==> src/rtl/alu_cmd_sequencer.sv <==
// alu_cmd_sequencer: valid/ready command front end for the 4-bit ALU datapath.
// Drives registered A/B/SEL operands, captures the ALU result into an
// accumulator and returns each result over a valid/ready response channel.
// Optional feature macro: ALU_SEQ_ZERO_FLAG_EN (registered result-is-zero flag).
module alu_cmd_sequencer #(
    parameter int unsigned WIDTH = 4,
    parameter int unsigned SEL_W = 3,
    parameter int unsigned CNT_W = 8
) (
    input  logic             clk,
    input  logic             rst,
    input  logic             cmd_valid,
    output logic             cmd_ready,
    input  logic             cmd_load,
    input  logic [SEL_W-1:0] cmd_op,
    input  logic [WIDTH-1:0] cmd_data,
    output logic [WIDTH-1:0] alu_a,
    output logic [WIDTH-1:0] alu_b,
    output logic [SEL_W-1:0] alu_sel,
    input  logic [WIDTH-1:0] alu_out,
    output logic             res_valid,
    input  logic             res_ready,
    output logic [WIDTH-1:0] res_data,
    output logic             res_zero,
    output logic [WIDTH-1:0] acc,
    output logic [CNT_W-1:0] op_cnt
);

    typedef enum logic [1:0] {
        IDLE = 2'd0,
        EXEC = 2'd1,
        RESP = 2'd2
    } state_t;

    state_t state;

    // Sequencer FSM; cmd_ready is a flop that tracks (state == IDLE) exactly
    always_ff @(posedge clk or posedge rst) begin
        if (rst) begin
            state     <= IDLE;
            cmd_ready <= 1'b1;
            alu_a     <= '0;
            alu_b     <= '0;
            alu_sel   <= '0;
            acc       <= '0;
            res_data  <= '0;
            res_valid <= 1'b0;
            op_cnt    <= '0;
        end else begin
            case (state)
                IDLE: begin
                    if (cmd_valid) begin
                        cmd_ready <= 1'b0;
                        if (cmd_load) begin
                            acc       <= cmd_data;
                            res_data  <= cmd_data;
                            res_valid <= 1'b1;
                            state     <= RESP;
                        end else begin
                            alu_a   <= acc;
                            alu_b   <= cmd_data;
                            alu_sel <= cmd_op;
                            state   <= EXEC;
                        end
                    end
                end
                EXEC: begin
                    acc       <= alu_out;
                    res_data  <= alu_out;
                    res_valid <= 1'b1;
                    state     <= RESP;
                end
                RESP: begin
                    if (res_ready) begin
                        res_valid <= 1'b0;
                        op_cnt    <= op_cnt + CNT_W'(1);
                        cmd_ready <= 1'b1;
                        state     <= IDLE;
                    end
                end
                default: begin
                    res_valid <= 1'b0;
                    cmd_ready <= 1'b1;
                    state     <= IDLE;
                end
            endcase
        end
    end

`ifdef ALU_SEQ_ZERO_FLAG_EN
    // Zero flag loaded with the same value that lands in res_data, cleared on handshake
    always_ff @(posedge clk or posedge rst) begin
        if (rst) begin
            res_zero <= 1'b0;
        end else begin
            case (state)
                IDLE:    if (cmd_valid && cmd_load) res_zero <= (cmd_data == '0);
                EXEC:    res_zero <= (alu_out == '0);
                RESP:    if (res_ready) res_zero <= 1'b0;
                default: res_zero <= 1'b0;
            endcase
        end
    end
`else
    // Flag feature disabled: port kept, tied low
    assign res_zero = 1'b0;
`endif

endmodule

==> config.mk <==
export PLATFORM = sky130hd
export DESIGN_NAME = alu_cmd_sequencer
export DESIGN_NICKNAME = d
export VERILOG_FILES = /design/src/rtl/alu_cmd_sequencer.sv
export SDC_FILE = /design/constraint.sdc
export NUM_CORES = 1
export LEC_CHECK = 0
export ABC_CLOCK_PERIOD_IN_PS = 4300
export CAP_MARGIN = 20
export CORE_UTILIZATION = 40
export DETAILED_ROUTE_END_ITERATION = 6
export PLACE_DENSITY = 0.74
export SLEW_MARGIN = 20
export SYNTH_ARGS = -nofsm -noshare
export SYNTH_HDL_FRONTEND = slang
export SYNTH_SLANG_ARGS = --single-unit
==> constraint.sdc <==
create_clock -name clk -period 4.3 [get_ports clk]
set_input_delay 0.86 -clock clk [delete_from_list [all_inputs] [get_ports clk]]
set_output_delay 0.86 -clock clk [all_outputs]
set_load 0.02 [all_outputs]
==> run_1/met1.png <==
Drawn at 6 px/um.
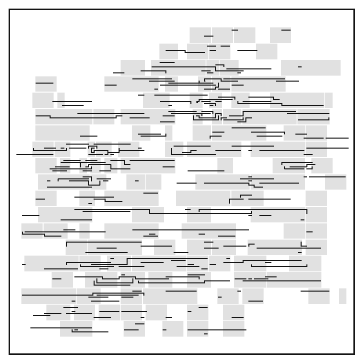
nets with wire on the layer: 112
longest straight run: 19.3 um
wire length on this layer: 992 um

==> run_1/met2.png <==
Drawn at 8 px/um.
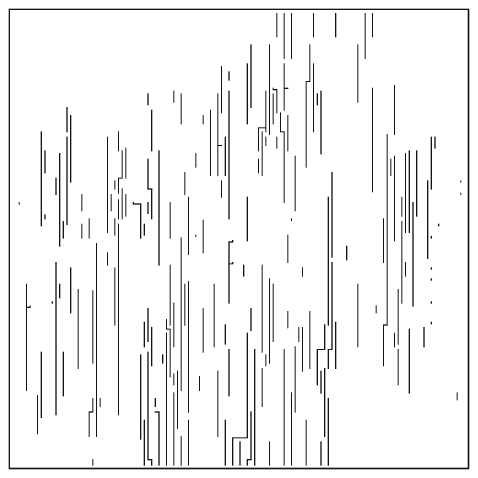
main direction: vertical
wire length on this layer: 1100 um
longest straight run: 24.1 um

==> run summary, run 1 <==
impl run done, here's what came out: status finished, violations left, failing checks DRC, Post-CTS Setup Repair Bufs 0, Resize count post-CTS 0, reg2reg setup slack 2390 ps, crit path launch type input pin, Slew @ Worst Pin 1010 ps, Hold Startpoint op_cnt[7], CTS Sinks 27, clock period minus worst slack 2390 ps, largest delay contributor family on the critical path simple AND/OR/NAND/NOR gates, worst clock skew roughly 7 ps, Data arrival, critical path 2600 ps, number of diodes 0, RSZ-0062 raised after global routing false, maximum root-to-sink buffer count 2, Reg-to-Reg End alu_a[0], post-route clock period utilization between 50% and 60%, cells in synth_stat.txt 85, MUX area fraction 21.2%, first-iteration detailed-routing DRC count 13, Worst R2R Path Depth 2, seq pwr 0.000431 W, DRC viols 1, Max FO, Critical Path 12, Setup TNS Final 0 ps, Syn-to-layout area delta 39.2%, die y size 57.2 um, CP Capture Type flip-flop, Die X ~57 um, Tool Warnings 26, Hold WC Path Type reg -> reg, yosys warns 0, first-pass GRT wire length 3.68 mm, Cell Area, Synth 1220 sq um, H-tree Lvls 1, layout cells sized above 1 between 10% and 20%, net switching power approximately 0.00038 W, Worst Setup SP cmd_valid, CTS tree built
==> run_1/met3.png <==
Drawn at 4 px/um.
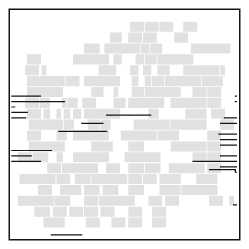
main direction: horizontal
longest straight run: 13.1 um

## run 1: cell type report
class	count	area [sq um]
tap	31	38.8
multi-input combinational	49	479
sequential	27	677
fill	253	1130
inverter	2	7.51
clock inverter	1	5.00
clock buffer	3	22.5
timing repair buffer	45	468
## run 1: routing by layer
| metal | routed length, um | GRT usage (%) |
|---|---|---|
| met2 | 1100 | 23.4 |
| met4 | 27 | 5.23 |
| met3 | 132 | 5.44 |
| met5 | 0 | 0 |
| met1 | 991 | 19.7 |
## run 1: through the flow
step | cell area [sq um] | setup WS, ps | cells
after floorplan | 1220 | 2540 | 85
after global placement | 1640 | 1600 | 153
after detailed placement | 1640 | 1530 | 153
after CTS | 1670 | 1900 | 157
after global routing | 1700 | 1850 | 158
final | 1700 | 1910 | 158
## run 1: cells in the mapped netlist, drive strengths merged
library cell / number / area [sq um]
xnor2: 6 / 52.6
nand3: 2 / 10.0
o21ai: 1 / 5.00
o22ai: 1 / 6.26
and4: 1 / 8.76
a22oi: 1 / 7.51
nor4b: 1 / 23.8
xor2: 1 / 8.76
dfstp: 1 / 26.3
nor2b: 1 / 8.76
dfrtp: 26 / 651
a21oi: 1 / 5.00
conb: 1 / 3.75
nand2: 1 / 3.75
ha: 1 / 12.5
buf: 7 / 56.3
inv: 2 / 7.51
a21o: 1 / 7.51
and3b: 1 / 10.0
and3: 2 / 12.5
or2b: 1 / 7.51
mux2: 20 / 259
nor2: 2 / 7.51
nand4: 3 / 18.8
## run 1: state kept, by name, summed over array words and instances, names as in the netlist
signal,flops
op_cnt,8
alu_sel,3
acc,4
cmd_ready,1
state,2
alu_b,4
res_valid,1
alu_a,4
==> run_1/final_congestion.png <==
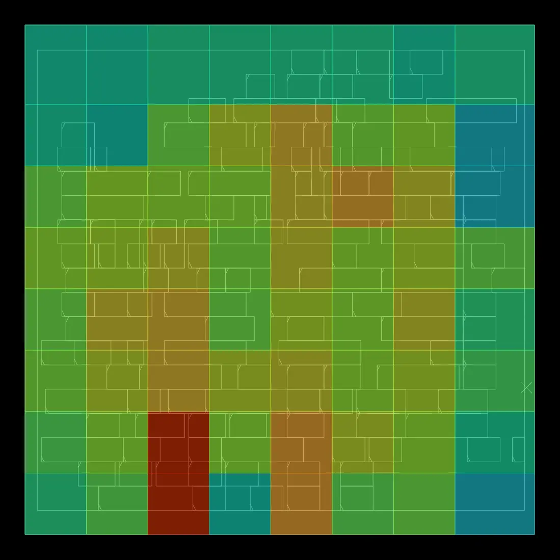

==> run 2: changes to the inputs <==
--- a/config.mk
+++ b/config.mk
@@ -5,7 +5,7 @@
 export SDC_FILE = /design/constraint.sdc
 export NUM_CORES = 1
 export LEC_CHECK = 0
-export ABC_CLOCK_PERIOD_IN_PS = 4300
+export ABC_CLOCK_PERIOD_IN_PS = 2200
 export CAP_MARGIN = 20
 export CORE_UTILIZATION = 40
 export DETAILED_ROUTE_END_ITERATION = 6
==> constraint.sdc (replaced) <==
create_clock -name clk -period 2.2 [get_ports clk]
set_input_delay 0.44 -clock clk [delete_from_list [all_inputs] [get_ports clk]]
set_output_delay 0.44 -clock clk [all_outputs]
set_load 0.02 [all_outputs]
==> run_2/final_congestion.png <==
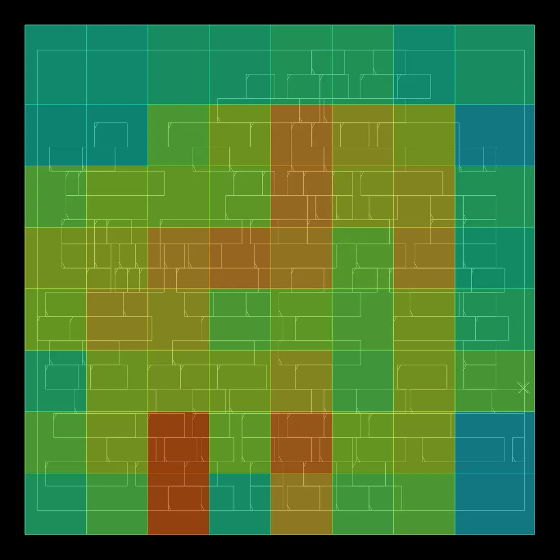
met1 Usage GRT: 19.4%
wire per inst: 14.2 um

==> run_2/met2.png <==
Drawn at 8 px/um.
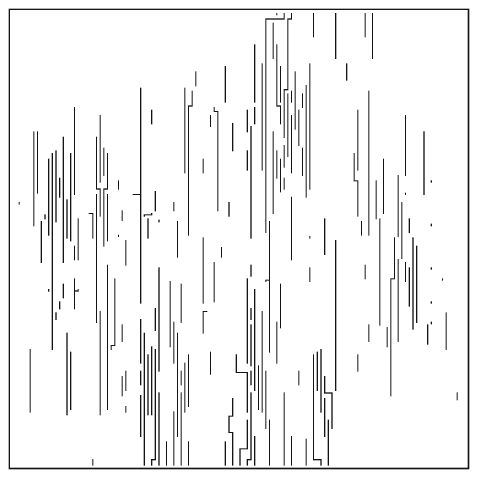
longest straight run: 26.9 um
main direction: vertical
nets with wire on the layer: 135
wire length on this layer: 1140 um

==> run_2/met1.png <==
Drawn at 6 px/um.
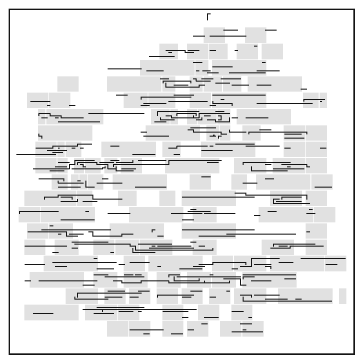
wire length on this layer: 953 um
share of all routed wire: 42%
nets with wire on the layer: 120
main direction: horizontal

==> run 2 against run 1 <==
Compared with the run above: the run still ends with DRC left; clock power is 93% higher; combinational power is 95% higher; design area is 0.81% lower; first-iteration DRC count is 85% higher; sequential power is 96% higher; critical path depth is 2 lower; largest cell class unchanged; highest routed layer unchanged.
==> run summary, run 2 <==
impl run done, here's what came out: Biggest register op_cnt, status finished, violations left, Cell Area, Synth ~1200 sq um, Hold WC Path Type in -> async, DRC viols 2, die y size 57.2 um, max FFs per register 8, layout cells sized above 1 approximately a fifth, share of synthesized registers carrying an async set or reset 100%, top cells by count dfrtp_1, mux2_4, mux2_2, largest delay contributor family on the critical path buffers and inverters, Post-CTS Setup Repair Bufs 0, design area around 1700 sq um, number of diodes 0, CP Capture Type output pin, first-pass GRT wire length 3.73 mm, most frequent cell after synthesis dfrtp_1, Setup TNS Final 0 ps, Data arrival, critical path 1480 ps, worst clock skew 2.14 ps, Synth area leaders dfrtp_1, mux2_4, mux2_2, Top-area cell share 53.3%, Syn-to-layout area delta 38.1%, Tool Warnings 26, H-tree Lvls 1, RSZ-0062 raised after global routing false, reg2reg setup slack 670 ps, post-route clock period utilization between 80% and 90%, Area after DPL 1660 sq um, Resize count post-CTS 0, maximum root-to-sink buffer count 2, failing checks DRC, area leader, netlist dfrtp_1, crit path launch type flip-flop, clock period minus worst slack 1920 ps, first-iteration detailed-routing DRC count 24, Max FO, Critical Path 2, CTS Sinks 27, cells in synth_stat.txt 85
## run 2: cell counts after synthesis
No cell type changed its count.
## run 2: final timing paths
path	end	cells past startpoint	startpoint
min in group clk	op_cnt[7]	1	op_cnt[7]
max	cmd_ready	1	cmd_ready
max in group asynchronous	cmd_ready	3	rst
min reg2reg	op_cnt[7]	1	op_cnt[7]
min	op_cnt[4]	3	rst
max reg2reg	acc[0]	3	state[0]
## run 2: logic make-up after synthesis
group	Yosys count	share of synthesized area, %
flops	27	55.5
other cells	1	0.307
xor+xnor	7	5.03
buf+inv	9	5.23
mux	20	21.2
compound gates	5	2.56
fa+ha+maj	1	1.03
simple gates	15	9.13
## run 2: cell type report
type | instances | area (sq um) | area share, %
clock buffers | 4 | 26.3 | 1.56
inverters | 2 | 7.51 | 0.446
multi-input cells | 49 | 479 | 28.5
flip-flops and latches | 27 | 677 | 40.2
well taps | 31 | 38.8 | 2.30
repair buffers | 46 | 455 | 27.0
## run 2: through the flow
step	power, W	setup WS, ps	utilization (%)
floorplan	0.00140	802	-
global placement	0.00184	292	58.6
detailed placement	0.00186	245	58.6
CTS	0.00207	261	59.5
global route	0.00217	220	59.5
finish	0.00205	284	59.5
## run 2: layer usage
metal  global-route usage (%)  up-vias  wire length (um)
met5                        0        -                 0
met4                     4.18        0                19
met3                     4.31        2               142
met2                     24.9       29              1140
met1                     19.4      388               952
li1                         -      378                 -
## run 2: worst reg2reg max path, cell delays in order, from the launching register on
cell and delay [ps]:
dfrtp_1 500, nor2b_2 300, mux2_1 360, mux2_2 270
## run 2: power by group
part / switching, W / internal [W]
logic: 0.000441 / 0.000559
clock network: 0.000134 / 0.0000708
registers: 0.000165 / 0.000678
total: 0.000740 / 0.00131
Power figures rest on the tool's default switching activity, not on a simulated workload.
